==> config.mk <==
export PLATFORM = sky130hd
export DESIGN_NAME = alu_issue_flat
export DESIGN_NICKNAME = d
export VERILOG_FILES = /design/src/rtl/alu_issue_if.sv /design/src/rtl/alu_issue.sv /design/src/flat_wrapper.sv
export SDC_FILE = /design/constraint.sdc
export NUM_CORES = 1
export LEC_CHECK = 0
export ABC_AREA = 1
export CORE_ASPECT_RATIO = 1.5
export CORE_UTILIZATION = 40
export CTS_CLUSTER_SIZE = 14
export DETAILED_ROUTE_END_ITERATION = 6
export PLACE_DENSITY = 0.7
export SLEW_MARGIN = 20
export SYNTH_ARGS = -nofsm -noshare
export SYNTH_HDL_FRONTEND = slang
export SYNTH_SLANG_ARGS = --single-unit
==> constraint.sdc <==
create_clock -name clk -period 1.4 [get_ports clk]
set_clock_uncertainty 0.05 [all_clocks]
set_input_delay 0.28 -clock clk [delete_from_list [all_inputs] [get_ports clk]]
set_output_delay 0.28 -clock clk [all_outputs]
set_load 0.02 [all_outputs]
Fig. 1: run 1, M4 wires
The bar under the picture is 20 um long. Supply wires on this layer in grey.
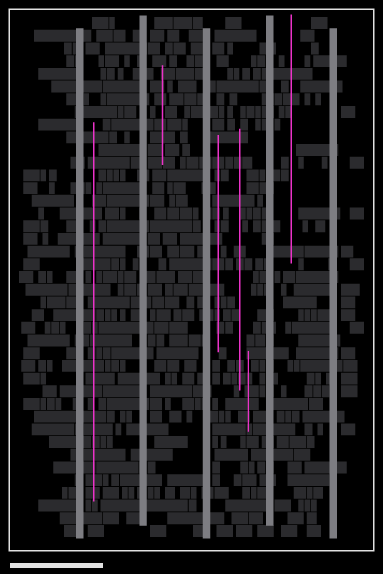
share of all routed wire: 2.9%
wire length on this layer: 274 um
nets with wire on the layer: 4
total wire length after detailed routing: 9450 um
vias post-DR: 3254

Fig. 2: run 1, metal 1
Supply wires on this layer in grey.
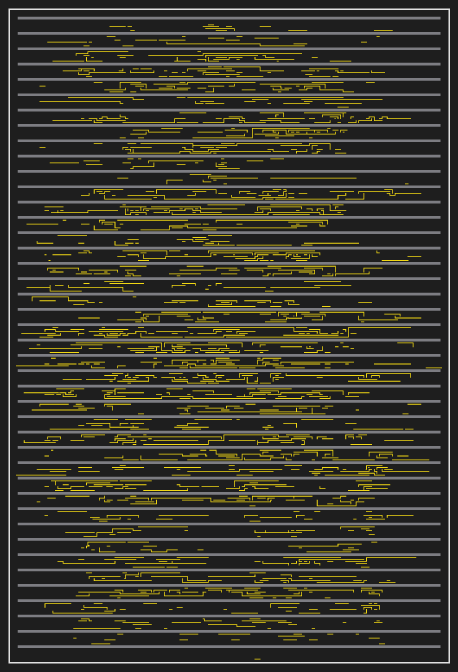
nets with wire on the layer: 533
share of all routed wire: 41%
global-route met1 utilization: 26.2%

Fig. 3: run 1, placed cells, one colour a class
The bar under the picture is 20 um long. Fill, decap, tap and diode cells in grey.
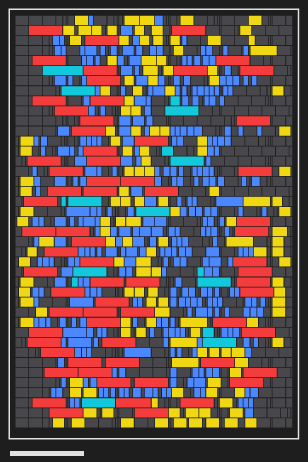
legend:
  flops:
    colour: red
    cells: 67
  all other logic:
    colour: blue
    cells: 333
  clock drivers and dummy loads:
    colour: cyan
    cells: 16
  other buffers and delay cells:
    colour: yellow
    cells: 145
area of all placed cells without fillers: 5110 um^2
final standard cell utilization of the core: 61.1%
cell row count: 41

==> flow report, run 1 <==
FINISH
---------------------------------------------------------------------------
Combinational Area                                                1500 um^2
Share of cell area taken by multi-input logic gates                   29.3%
Clock buffers                                                            10
Count of non-CTS buffers in the layout                                  145
Non-clock buffer contribution to total cell area                      25.6%
Clock network area share                                              5.75%
Sequential share of cell area                                         32.8%
Antenna diode count                                                       0
Comb gates                                                              282
Sequential cell count of the final layout                                67

CLOCK NETWORK
---------------------------------------------------------------------------
Worst-skew pair later-pin latency                                    340 ps
Hold buffer count at CTS                                                  1
Total number of clock tree sinks                                         67
Clock slew at reported path FFs                                       60 ps
CTS tree                                                                yes
Clk Tree Root Cell                                             sky130_fd_sc_hd__clkbuf_16

SETUP PATH
---------------------------------------------------------------------------
Required @ worst endpoint                                           1070 ps
Worst Setup Path Type                                            reg -> out
Max stage delay on crit path                                         360 ps
Largest driver fanout on the critical path                                2
Cell occurring most often along the worst timing path          sky130_fd_sc_hd__a21oi_2
Sequence of cells on the critical path                         inv_2 > a21oi_2 > o21ai_1 > a21oi_2 > buf_4

PLACED DESIGN
---------------------------------------------------------------------------
Detailed Place HPWL                                                 6740 um
Post-Place Cell Area                                              4610 um^2

DETAILED ROUTING
---------------------------------------------------------------------------
Number of DRC markers in iteration 0                                    208
First-pass iteration count of the detailed router                         4
Post-route DRC                                                            0

POWER AND IR DROP
---------------------------------------------------------------------------
Power drawn by the clock network                                  0.00224 W
Peak VDD IR                                                         1220 uV
Power per standard cell area                                   2080 nW/um^2
Total power                                                        0.0106 W
Logic pwr share                                                       47.6%
Power attributed to combinational cells                           0.00506 W
Sequential group power                                            0.00333 W
Top power consumer group                                       combinational logic
Sw Pwr                                                            0.00411 W

SYNTH
---------------------------------------------------------------------------
Fraction of synthesized cell area in xor and xnor cells                  0%
Post-Syn Instances                                                      428
Complex Gates by Area                                                 19.7%
Commonest flop                                                 sky130_fd_sc_hd__dfrtp_1
Most repeated cell in the gate-level netlist after synthesis   sky130_fd_sc_hd__nand2_1
Total nets after synthesis                                              460
Mux cell area share after synthesis                                      0%
Most instantiated cells after synthesis                        108 x sky130_fd_sc_hd__nand2_1, 66 x sky130_fd_sc_hd__dfrtp_1, 56 x sky130_fd_sc_hd__a21oi_1
Largest logic family                                           simple AND/OR/NAND/NOR gates
Synth Area per Inst                                               8.05 um^2
Yosys stat area                                                   3450 um^2
Largest cells by area                                          sky130_fd_sc_hd__dfrtp_1 48%, sky130_fd_sc_hd__nand2_1 12%, sky130_fd_sc_hd__a21oi_1 8.1%, sky130_fd_sc_hd__o21ai_0 6.4%, sky130_fd_sc_hd__inv_1 5.0%

GLOBAL ROUTE
---------------------------------------------------------------------------
Antenna violations before repair                                          0
Number of global-route vias before repair                              3146
Wire length of the first global-routing pass                       15100 um
Met2 GRT Util                                                         38.5%
Congestion Overflow GR                                                    0
Maximum number of pins on one net before global-route repair             68

FLOORPLAN
---------------------------------------------------------------------------
Die width                                                           77.8 um
Total core area                                                   8360 um^2
Tapcells inserted                                                       107
Floorplan core density                                                41.2%
Chip area                                                         9000 um^2
Die Span Y                                                           116 um
Top-level I/O count                                                      71

STATUS
---------------------------------------------------------------------------
Failing checks                                                 setup timing
Status                                                         finished with violations

STA
---------------------------------------------------------------------------
Max-slew violations                                                       0
Final WS setup                                                      -257 ps
Fraction of the cycle the final worst path needs                       118%
Worst hold slack                                                     356 ps
Final count of negative-setup-slack endpoints                             8
Post-layout minimum cycle time                                      1660 ps

MIN PATH
---------------------------------------------------------------------------
Class of the tightest hold or removal check                      reg -> reg
Worst hold stages                                                         0

RUN
---------------------------------------------------------------------------
Number of warning messages in the logs                                   29

==> inputs of run 2 (changes only) <==
--- a/config.mk
+++ b/config.mk
@@ -8,2 +8,3 @@
 export ABC_AREA = 1
+export CAP_MARGIN = 20
 export CORE_ASPECT_RATIO = 1.5
--- a/constraint.sdc
+++ b/constraint.sdc
@@ -4,2 +4,2 @@
 set_output_delay 0.28 -clock clk [all_outputs]
-set_load 0.02 [all_outputs]
+set_load 0.01 [all_outputs]
Fig. 4: run 2, M4 wires
The bar under the picture is 20 um long. Supply wires on this layer in grey.
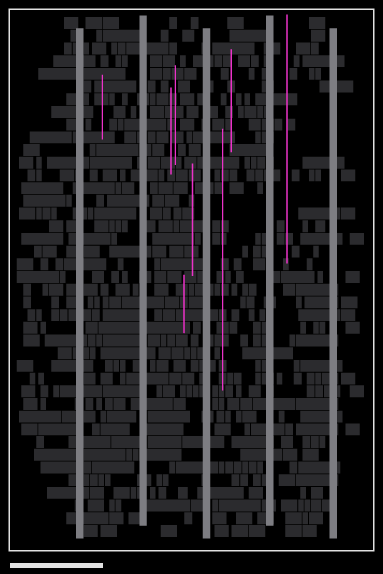
wire length on this layer: 220 um
share of all routed wire: 2.3%
main direction: vertical
nets with wire on the layer: 5
total wire length after detailed routing: 9600 um
vias post-DR: 3260

==> flow report, run 2 <==
SYNTH
--------------------------------------------------------------------------------------
Commonest flop                                                            sky130_fd_sc_hd__dfrtp_1
Number of enable-type register cells in the synthesized netlist                      0
Total nets after synthesis                                                         460
Complex Gates by Area                                                            19.7%
Number of cells in the yosys synthesis report                                      428
Yosys warnings                                                                       0
Post-synth ARST share                                                             100%
Fraction of synthesized cell area in xor and xnor cells                             0%
Most instantiated cells after synthesis                                   108 x sky130_fd_sc_hd__nand2_1, 66 x sky130_fd_sc_hd__dfrtp_1, 56 x sky130_fd_sc_hd__a21oi_1
Mux cell area share after synthesis                                                 0%
Yosys stat area                                                              3450 um^2
Proportion of synthesized chip area in sequential cells                          48.7%
Post-Syn Instances                                                                 428
Synthesized cell area                                                        3450 um^2
Synth Area per Inst                                                          8.05 um^2
Share of the synthesized area in the top cell type                               47.9%
Most repeated cell in the gate-level netlist after synthesis              sky130_fd_sc_hd__nand2_1
Post-synthesis register bit count                                                   67
Simple share                                                                     20.3%
Largest cells by area                                                     sky130_fd_sc_hd__dfrtp_1 48%, sky130_fd_sc_hd__nand2_1 12%, sky130_fd_sc_hd__a21oi_1 8.1%, sky130_fd_sc_hd__o21ai_0 6.4%, sky130_fd_sc_hd__inv_1 5.0%
Largest logic family                                                      simple AND/OR/NAND/NOR gates

FLOORPLAN
--------------------------------------------------------------------------------------
Floorplan core density                                                           41.2%
Total core area                                                              8360 um^2
Tapcells inserted                                                                  107
Die Span Y                                                                      116 um
Chip area                                                                    9000 um^2
Cell row count                                                                      41
Top-level I/O count                                                                 71
Die width                                                                      77.8 um

FINISH
--------------------------------------------------------------------------------------
Synth-to-Final Area Change                                                       45.1%
Final standard cell utilization of the core                                      59.8%
Combinational Area                                                           1460 um^2
Share of cell area taken by multi-input logic gates                              29.3%
Non-clock inverters                                                                 52
Final standard cell count with taps included and fillers excluded                  670
Cell class with the largest area share                                    sequential cells
Clock network area share                                                         5.76%
Count of non-CTS buffers in the layout                                             146
Antenna diode count                                                                  0
Clock buffers                                                                       12
Comb gates                                                                         282
Largest register FFs                                                                32
Storage cell area                                                            1680 um^2
Fraction of final layout cells sized beyond drive strength 1                     29.5%
Area of all placed cells without fillers                                     5000 um^2
Nets                                                                               590
Non-clock buffer contribution to total cell area                                 24.7%
Most used logic cell in the final layout                                  sky130_fd_sc_hd__nand2_1
Sequential cell count of the final layout                                           67
Sequential share of cell area                                                    33.6%

CLOCK NETWORK
--------------------------------------------------------------------------------------
Clock slew at reported path FFs                                                  50 ps
Max H-tree Level                                                                     3
Maximum clock path buffer count                                                      2
Resize count post-CTS                                                              119
Total number of clock tree sinks                                                    67
CTS tree                                                                           yes
Worst-skew pair later-pin latency                                               340 ps
Hold buffer count at CTS                                                             1
Total setup buffers inserted after CTS                                              11
Clk Tree Root Cell                                                        sky130_fd_sc_hd__clkbuf_16

DETAILED ROUTING
--------------------------------------------------------------------------------------
First-pass iteration count of the detailed router                                    4
Number of antenna-violating nets in the routed design                                0
Number of DRC markers in iteration 0                                               270
Routed met3 length                                                              389 um
Routed wl met2                                                                 4940 um
Met1 wire length                                                               4050 um
Post-route DRC                                                                       0
Avg Vias per Cell                                                                 4.87
Routed WL per cell                                                             14.3 um

SETUP PATH
--------------------------------------------------------------------------------------
Startpoint kind of the worst setup timing path                               flip-flop
Largest driver fanout on the critical path                                           2
Slowest cell on the critical path                                         sky130_fd_sc_hd__dfrtp_1
Path depth of the worst reg2reg path                                                 3
Number of buffer and inverter stages on the critical path                            2
Slack of the worst reg-to-reg path                                               90 ps
Worst Setup End Kind                                                      primary output
Sequence of cells on the critical path                                    inv_1 > a21oi_1 > o21ai_1 > a21oi_2 > buf_2
Max stage delay on crit path                                                    350 ps
Required @ worst endpoint                                                      1070 ps
Worst Setup Path Type                                                       reg -> out

POWER AND IR DROP
--------------------------------------------------------------------------------------
Power per standard cell area                                              2010 nW/um^2
Power attributed to combinational cells                                      0.00450 W
Switching Fraction                                                               36.5%
Sequential group power                                                       0.00332 W
Power drawn by the clock network                                             0.00223 W
Peak VDD IR                                                                    1220 uV
Sw Pwr                                                                       0.00366 W
Sequential cell fraction of total power                                          33.1%
Internal                                                                     0.00638 W
Total power                                                                   0.0100 W
Top power consumer group                                                  combinational logic
Logic pwr share                                                                  44.8%

PLACED DESIGN
--------------------------------------------------------------------------------------
Cell total after placement                                                         636
Detailed Place HPWL                                                            6760 um
Weighted congestion reported at the end of routability-driven placement          0.845
Post-Place Cell Area                                                         4580 um^2

STA
--------------------------------------------------------------------------------------
Final WS setup                                                                 -197 ps
Post-layout minimum cycle time                                                 1600 ps
Max-slew headroom                                                                75.4%
Max-slew violations                                                                  0
Setup TNS                                                                     -1440 ps
Worst hold slack                                                                373 ps
Final count of negative-setup-slack endpoints                                        8
Fraction of the cycle the final worst path needs                                  114%

GLOBAL ROUTE
--------------------------------------------------------------------------------------
Number of global-route vias before repair                                         3146
Wire length of the first global-routing pass                                  15500 um
Top Usage Layer GRT                                                               met2
Global-route met1 utilization                                                    27.4%
Met2 GRT Util                                                                    38.3%
Antenna violations before repair                                                     0
Congestion Overflow GR                                                               0
Maximum number of pins on one net before global-route repair                        68

MIN PATH
--------------------------------------------------------------------------------------
Worst hold stages                                                                    0
Class of the tightest hold or removal check                                 reg -> reg

RUN
--------------------------------------------------------------------------------------
Number of warning messages in the logs                                              28
Max-capacitance violation count                                                      0

STATUS
--------------------------------------------------------------------------------------
Status                                                                    finished with violations
Failing checks                                                            setup timing

Power is estimated from default activity; no workload was simulated.
